`config.mk`:
```
export PLATFORM = sky130hd
export DESIGN_NAME = spi_reg_ctrl_flat
export DESIGN_NICKNAME = d
export VERILOG_FILES = /design/src/rtl/spi_reg_ctrl_pkg.sv /design/src/rtl/spi_reg_ctrl_if.sv /design/src/rtl/spi_reg_ctrl_tx_shifter.sv /design/src/rtl/spi_reg_ctrl.sv /design/src/flat_wrapper.sv
export SDC_FILE = /design/constraint.sdc
export NUM_CORES = 1
export LEC_CHECK = 0
export ABC_AREA = 1
export CORE_MARGIN = 3
export CORE_UTILIZATION = 50
export CTS_CLUSTER_DIAMETER = 60
export DETAILED_ROUTE_END_ITERATION = 8
export PLACE_DENSITY = 0.8
export SLEW_MARGIN = 20
export SYNTH_ARGS = -nofsm -noshare
export SYNTH_HDL_FRONTEND = slang
export SYNTH_SLANG_ARGS = --single-unit
```
`constraint.sdc`:
```
create_clock -name spi_clk -period 2.3 [get_ports spi_clk]
set_input_delay 0.69 -clock spi_clk [delete_from_list [all_inputs] [get_ports spi_clk]]
set_output_delay 0.69 -clock spi_clk [all_outputs]
set_load 0.005 [all_outputs]
```
`src/rtl/spi_reg_ctrl_pkg.sv`:
```
// Shared types and constants for the SPI slave frame/command controller.
package psec6_spi_pkg;
    typedef enum logic [1:0] {IDLE, CMD, WDATA, RDATA} spi_state_t;
    localparam int CMD_WR_BIT = 7;
    localparam int BYTE_W     = 8;
endpackage

```
`src/rtl/spi_reg_ctrl_if.sv`:
```
// Register-bank port: the controller is the master, the bank is the slave.
interface spi_reg_ctrl_if #(parameter int ADDR_W = 7);
    logic [ADDR_W-1:0] reg_addr;
    logic              reg_wr_en;
    logic [7:0]        reg_wr_data;
    logic              reg_rd_en;
    logic [7:0]        reg_rd_data;

    modport master (output reg_addr, reg_wr_en, reg_wr_data, reg_rd_en, input reg_rd_data);
    modport slave  (input reg_addr, reg_wr_en, reg_wr_data, reg_rd_en, output reg_rd_data);
endinterface

```
`src/rtl/spi_reg_ctrl_tx_shifter.sv`:
```
// 8-bit load/shift register; MSB drives poci straight from the flop.
module spi_tx_shifter
    import psec6_spi_pkg::*;
(
    input  logic              clk,
    input  logic              rst,
    input  logic              load,
    input  logic              shift,
    input  logic [BYTE_W-1:0] din,
    output logic              dout
);
    logic [BYTE_W-1:0] sr_q, sr_d;

    always_comb begin
        sr_d = sr_q;
        if (load)
            sr_d = din;
        else if (shift)
            sr_d = {sr_q[BYTE_W-2:0], 1'b0};
    end

    always_ff @(posedge clk) begin
        if (rst) sr_q <= '0;
        else     sr_q <= sr_d;
    end

    assign dout = sr_q[BYTE_W-1];
endmodule

```
`src/rtl/spi_reg_ctrl.sv`:
```
// SPI slave frame controller: bit/byte framing, command decode, register
// write/read with address auto-increment, and read-data serialisation.
module spi_reg_ctrl
    import psec6_spi_pkg::*;
#(
    parameter int ADDR_W   = 7,
    parameter int NUM_REGS = 64
)(
    input  logic              spi_clk,
    input  logic              rst,
    input  logic              cs,
    input  logic              pico,
    input  logic [BYTE_W-1:0] byte_deser,
    spi_reg_ctrl_if.master    bus,
    output logic              poci,
    output logic              frame_err
);
    localparam logic [ADDR_W:0] NUM_REGS_W = (ADDR_W+1)'(NUM_REGS);

    spi_state_t        state_q, state_d;
    logic [2:0]        bit_cnt_q, bit_cnt_d;
    logic [ADDR_W-1:0] addr_q, addr_d;
    logic [ADDR_W-1:0] wr_addr_q, wr_addr_d;
    logic [BYTE_W-1:0] wr_data_q, wr_data_d;
    logic              wr_en_q, wr_en_d;
    logic              err_q, err_d;

    logic [BYTE_W-1:0] rx_byte;
    logic              byte_done, addr_ok, rd_load, rd_shift;
    logic              unused_deser_msb;

    // On the 8th edge the deserializer has not yet absorbed the current pico bit.
    assign rx_byte          = {byte_deser[BYTE_W-2:0], pico};
    assign unused_deser_msb = byte_deser[BYTE_W-1];
    assign byte_done        = (bit_cnt_q == 3'd7);
    assign addr_ok          = ({1'b0, addr_q} < NUM_REGS_W);
    assign rd_load          = cs && (state_q == RDATA) && (bit_cnt_q == 3'd0);
    assign rd_shift         = cs && (state_q == RDATA) && (bit_cnt_q != 3'd0);

    always_comb begin
        state_d   = state_q;
        bit_cnt_d = bit_cnt_q;
        addr_d    = addr_q;
        wr_addr_d = wr_addr_q;
        wr_data_d = wr_data_q;
        wr_en_d   = 1'b0;
        err_d     = err_q;
        if (!cs) begin
            state_d   = IDLE;
            bit_cnt_d = 3'd0;
            if (state_q != IDLE && bit_cnt_q != 3'd0)
                err_d = 1'b1;
        end else begin
            bit_cnt_d = bit_cnt_q + 3'd1;
            case (state_q)
                IDLE: state_d = CMD;
                CMD: if (byte_done) begin
                    addr_d  = rx_byte[ADDR_W-1:0];
                    state_d = rx_byte[CMD_WR_BIT] ? WDATA : RDATA;
                end
                WDATA: if (byte_done) begin
                    if (addr_ok) begin
                        wr_en_d   = 1'b1;
                        wr_addr_d = addr_q;
                        wr_data_d = rx_byte;
                    end else begin
                        err_d = 1'b1;
                    end
                    addr_d = addr_q + ADDR_W'(1);
                end
                RDATA: begin
                    if (bit_cnt_q == 3'd0 && !addr_ok)
                        err_d = 1'b1;
                    if (byte_done)
                        addr_d = addr_q + ADDR_W'(1);
                end
                default: state_d = IDLE;
            endcase
        end
    end

    always_ff @(posedge spi_clk) begin
        if (rst) begin
            state_q   <= IDLE;
            bit_cnt_q <= 3'd0;
            addr_q    <= '0;
            wr_addr_q <= '0;
            wr_data_q <= '0;
            wr_en_q   <= 1'b0;
            err_q     <= 1'b0;
        end else begin
            state_q   <= state_d;
            bit_cnt_q <= bit_cnt_d;
            addr_q    <= addr_d;
            wr_addr_q <= wr_addr_d;
            wr_data_q <= wr_data_d;
            wr_en_q   <= wr_en_d;
            err_q     <= err_d;
        end
    end

    // Reads present the live address combinationally; writes present the latched one.
    assign bus.reg_addr    = (state_q == RDATA) ? addr_q : wr_addr_q;
    assign bus.reg_wr_en   = wr_en_q;
    assign bus.reg_wr_data = wr_data_q;
    assign bus.reg_rd_en   = rd_load;
    assign frame_err       = err_q;

    spi_tx_shifter u_tx (
        .clk   (spi_clk),
        .rst   (rst),
        .load  (rd_load),
        .shift (rd_shift),
        .din   (addr_ok ? bus.reg_rd_data : '0),
        .dout  (poci)
    );
endmodule

```
`src/flat_wrapper.sv`:
```
// flat-port wrapper written by rule: the top's interface ports become plain ports
module spi_reg_ctrl_flat import psec6_spi_pkg::*;
#(
    parameter int ADDR_W   = 7,
    parameter int NUM_REGS = 64
)
  (spi_clk, rst, cs, pico, byte_deser, poci, frame_err, bus_reg_addr, bus_reg_wr_en, bus_reg_wr_data, bus_reg_rd_en, bus_reg_rd_data);
  spi_reg_ctrl_if #(.ADDR_W(ADDR_W)) bus_i ();
  input  logic spi_clk;
  input  logic rst;
  input  logic cs;
  input  logic pico;
  input  logic [BYTE_W-1:0] byte_deser;
  output logic poci;
  output logic frame_err;
  output wire logic [$bits(bus_i.reg_addr)-1:0] bus_reg_addr;
  output wire logic [$bits(bus_i.reg_wr_en)-1:0] bus_reg_wr_en;
  output wire logic [$bits(bus_i.reg_wr_data)-1:0] bus_reg_wr_data;
  output wire logic [$bits(bus_i.reg_rd_en)-1:0] bus_reg_rd_en;
  input wire logic [$bits(bus_i.reg_rd_data)-1:0] bus_reg_rd_data;
  assign bus_reg_addr = bus_i.reg_addr;
  assign bus_reg_wr_en = bus_i.reg_wr_en;
  assign bus_reg_wr_data = bus_i.reg_wr_data;
  assign bus_reg_rd_en = bus_i.reg_rd_en;
  assign bus_i.reg_rd_data = bus_reg_rd_data;
  spi_reg_ctrl #(.ADDR_W(ADDR_W), .NUM_REGS(NUM_REGS)) u_core (.spi_clk(spi_clk), .rst(rst), .cs(cs), .pico(pico), .byte_deser(byte_deser), .bus(bus_i), .poci(poci), .frame_err(frame_err));
endmodule
```
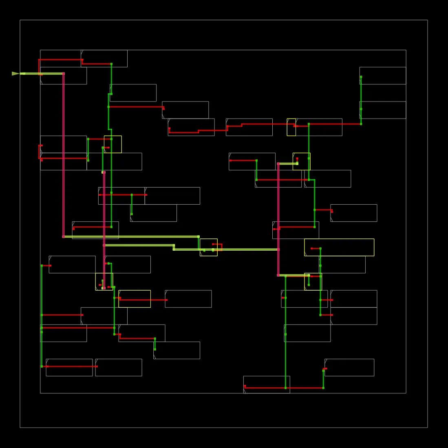
*Clock wiring as the flow saved it, run 1*
clk pwr: 0.471 mW
flop count: 37

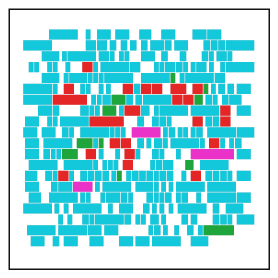
*Sizing map, run 1*
Scale: 4 px per micron.
- drive 2: green (cells 11)
- drive 6 and up: magenta (cells 3)
- drive 3 to 4: red (cells 23)
- drive 1 or less: cyan (cells 254)
area delta synth->final: 35.8%
setup ws final: 0.0808 ns

==> out/metrics.yaml, run 1 <==
cts_inserted_buffers: 5
row_count: 20
grt_max_degree: 21
grt_use_met1_pct: 30.3
edf_count: 0
synthAoiAreaFrac_pct: 16.3
clock_latency_ns: 0.34
via_per_inst: 5.04
grt_first_pass_wirelength_mm: 7.01
seq_share_pct: 32.2
comb_share_pct: 35.4
drt_iter0_drc: 90
hold-path-cell-count: 1
outcome: "finished, final reports clean"
grt_setup_unrepaired: "yes"
ys_seq_share_pct: 43.1
dp.cells: 323
syn_avg_cell_area_sq_um: 7.18
met2_length_mm: 1.83
cp_num_buf_inv: 2
gp_congestion: 0.788
final_layout_size_suffix_gt1_share_pct: 12.7
met3WireLength_microns: 212
clock-sinks: 37
warnings: 29
combPwrFrac_pct: 7.3
final-seq-area_sq_um: 749
synth_nets: 263
reg2regPathDepth: 7
largest_class: "combinational gates"
ir_worst_vdd_mv: 0.411
top_logic_kind: "simple AND/OR/NAND/NOR gates"
async_flop_share_pct: 0
p_seq_mw: 0.646
period_needed_ns: 2.22
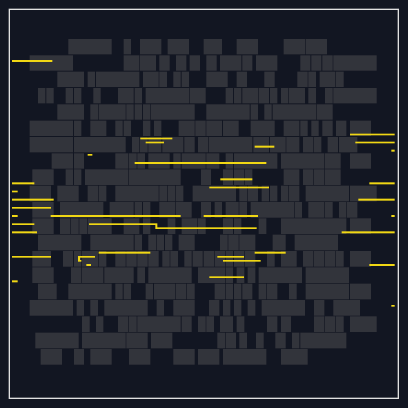
*M3 wires, run 1*
Scale: 6 px per micron.
- longest straight run: 21.6 microns
- main direction: horizontal
- share of all routed wire: 5.1%
- nets with wire on the layer: 30
- wire length on this layer: 213 microns
Via Count: 1,690
met3 usage: 4.85%
total wire length: 4.14 mm

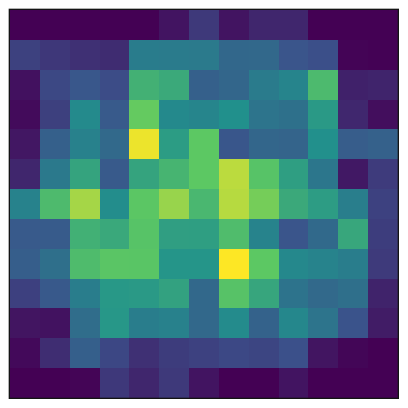
*Routed metal per tile, run 1*
Scale: 6 px per micron. 13 x 13 tiles, from dark purple (low) to yellow (high), scaled to the fullest tile. Values are wire area over tile area, all layers added.
- tiles over half the peak: 26%
- fullest tile: 0.46
- nearly empty tiles: 12%
routed wire length per instance: 12.4 microns
GRT Resource Usage Total: 21.4%

==> inputs of run 2 (changes only) <==
--- a/config.mk
+++ b/config.mk
@@ -6,12 +6,13 @@
 export NUM_CORES = 1
 export LEC_CHECK = 0
 export ABC_AREA = 1
+export CORE_ASPECT_RATIO = 0.8
 export CORE_MARGIN = 3
 export CORE_UTILIZATION = 50
 export CTS_CLUSTER_DIAMETER = 60
 export DETAILED_ROUTE_END_ITERATION = 8
 export PLACE_DENSITY = 0.8
-export SLEW_MARGIN = 20
+export SKIP_CTS_REPAIR_TIMING = 1
 export SYNTH_ARGS = -nofsm -noshare
 export SYNTH_HDL_FRONTEND = slang
 export SYNTH_SLANG_ARGS = --single-unit
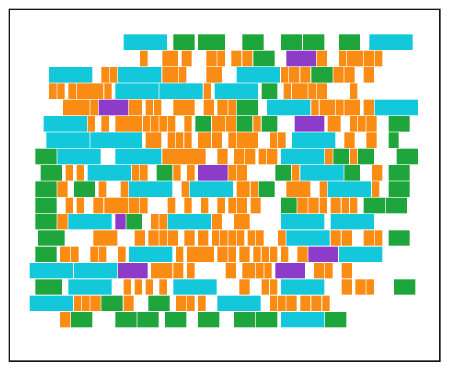
*Placement by cell class, run 2*
Scale: 6 px per micron.
- all other logic: orange (cells 193)
- other buffers and delay cells: green (cells 49)
- clock drivers and dummy loads: purple (cells 8)
- flops: cyan (cells 37)
Layout Utilization: 72.5%
core area: 0.00318 sq mm
floorplan row count: 18
fin area: 0.00230 sq mm
Seq/total area: 32.4%

==> out/metrics.yaml, run 2 <==
flops: 37
layout_top_cell: "nand2_1"
p_seq_mw: 0.648
top_logic_kind: "simple AND/OR/NAND/NOR gates"
outcome: "finished, final reports clean"
drt_iter0_drc: 117
ys_cells: 239
comb_share_pct: 35.9
syn_avg_cell_area_sq_um: 7.18
met3WireLength_microns: 304
combPwrFrac_pct: 7.0
syn_inst: 239
top_layer: "met4"
cp_num_buf_inv: 2
via_per_inst: 5.08
start_kind: "flop"
yosysTopAreaCell: "dfxtp_1"
die_x_microns: 71.5
max_freq_mhz: 464
hold-path-cell-count: 2
cts_inserted_buffers: 5
synth_nets: 263
crit_path_max_fanout: 4
tapCellCount: 40
cellPowerDensity_mw_per_mm2: 535
area_growth_pct: 34.2
ys_seq_share_pct: 43.1
warnings: 28
finalSetupTns_ns: 0
grt_first_pass_wirelength_mm: 6.62
grt.total_usage_pct: 20.4
overflow: 0
worst_pin_slew_ns: 0.560
clk_pin_slew_ns: 0.07
met2_length_mm: 1.55
antenna_found_initial: 0
dp.cells: 318
grt_max_degree: 21
p_comb_mw: 0.0867
final-seq-area_sq_um: 746
grt_pass1_vias: 1437
async_flop_share_pct: 0
fin_crit_sh_pct: 93.7
cap_violations: 0
critical_path_class: "flop to output pin"
edf_count: 0
final_layout_size_suffix_gt1_share_pct: 11.8
reg2regPathDepth: 7
ir_worst_vdd_mv: 0.479
worst-path-stages: 3
drt_wl_total_mm: 3.96
via_count: 1661
use_met3_pct: 7.51
largest_class: "combinational gates"
wire_per_inst_microns: 12.1
synthAoiAreaFrac_pct: 16.3
setup_ws_ns: 0.145
clock_path_buffers: 2
p_sw_mw: 0.271
grt_use_met1_pct: 29.8
grt_setup_unrepaired: "no"
gp_congestion: 0.809
period_needed_ns: 2.16
cts-root-buf: "clkbuf_8"
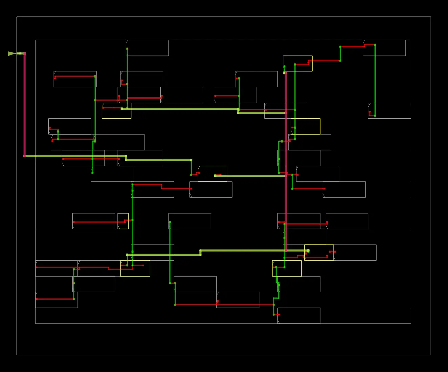
*Clock wiring as the flow saved it, run 2*
clk_lat worst skew: 0.30 ns
clk pwr: 0.498 mW
clk sinks: 37
clkbuf count: 7

==> inputs of run 3 (changes only) <==
--- a/config.mk
+++ b/config.mk
@@ -11,8 +11,7 @@
 export CORE_UTILIZATION = 50
 export CTS_CLUSTER_DIAMETER = 60
 export DETAILED_ROUTE_END_ITERATION = 8
-export PLACE_DENSITY = 0.8
-export SKIP_CTS_REPAIR_TIMING = 1
+export PLACE_DENSITY = 0.89
 export SYNTH_ARGS = -nofsm -noshare
 export SYNTH_HDL_FRONTEND = slang
 export SYNTH_SLANG_ARGS = --single-unit
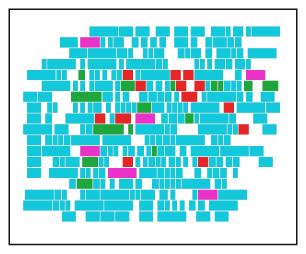
*Sizing map, run 3*
Scale: 4 px per micron.
- drive 6 and up: magenta (cells 6)
- drive 3 to 4: red (cells 13)
- drive 2: green (cells 15)
- drive 1 or less: cyan (cells 253)

==> out/metrics.yaml, run 3 <==
outcome: "finished, final reports clean"
warnings: 29
seq_share_pct: 32.5
layout_top_cell: "nand2_1"
ys_cells: 239
hold-path-cell-count: 2
drt_iter0_drc: 90
grt_setup_unrepaired: "yes"
clock_path_buffers: 2
grt_use_met1_pct: 28.8
setup_ws_ns: 0.0393
via_per_inst: 5.11
syn_avg_cell_area_sq_um: 7.18
synthAoiAreaFrac_pct: 16.3
async_flop_share_pct: 0
fin_crit_sh_pct: 98.3
grt_pass1_vias: 1472
met2_length_mm: 1.75
cp_num_buf_inv: 1
final_layout_size_suffix_gt1_share_pct: 11.8
die_x_microns: 71.5
largest_class: "combinational gates"
edf_count: 0
antenna_found_initial: 0
p_comb_mw: 0.0868
core_area_sq_mm: 0.00318
top_logic_kind: "simple AND/OR/NAND/NOR gates"
combPwrFrac_pct: 7.4
tapCellCount: 40
finalSetupTns_ns: 0
cap_violations: 0
ys_seq_share_pct: 43.1
cellPowerDensity_mw_per_mm2: 515
synth_nets: 263
cts-root-buf: "clkbuf_8"
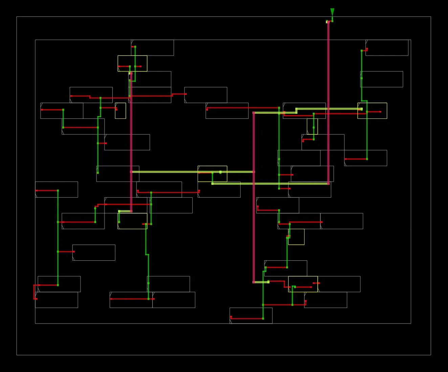
*Clock wiring as the flow saved it, run 3*
Worst Skew: 0.00587 ns
total CTS buffers: 5
clkbuf count: 5
clk pwr: 0.442 mW

No activity file was given, so power comes from the tool's default toggle rates.
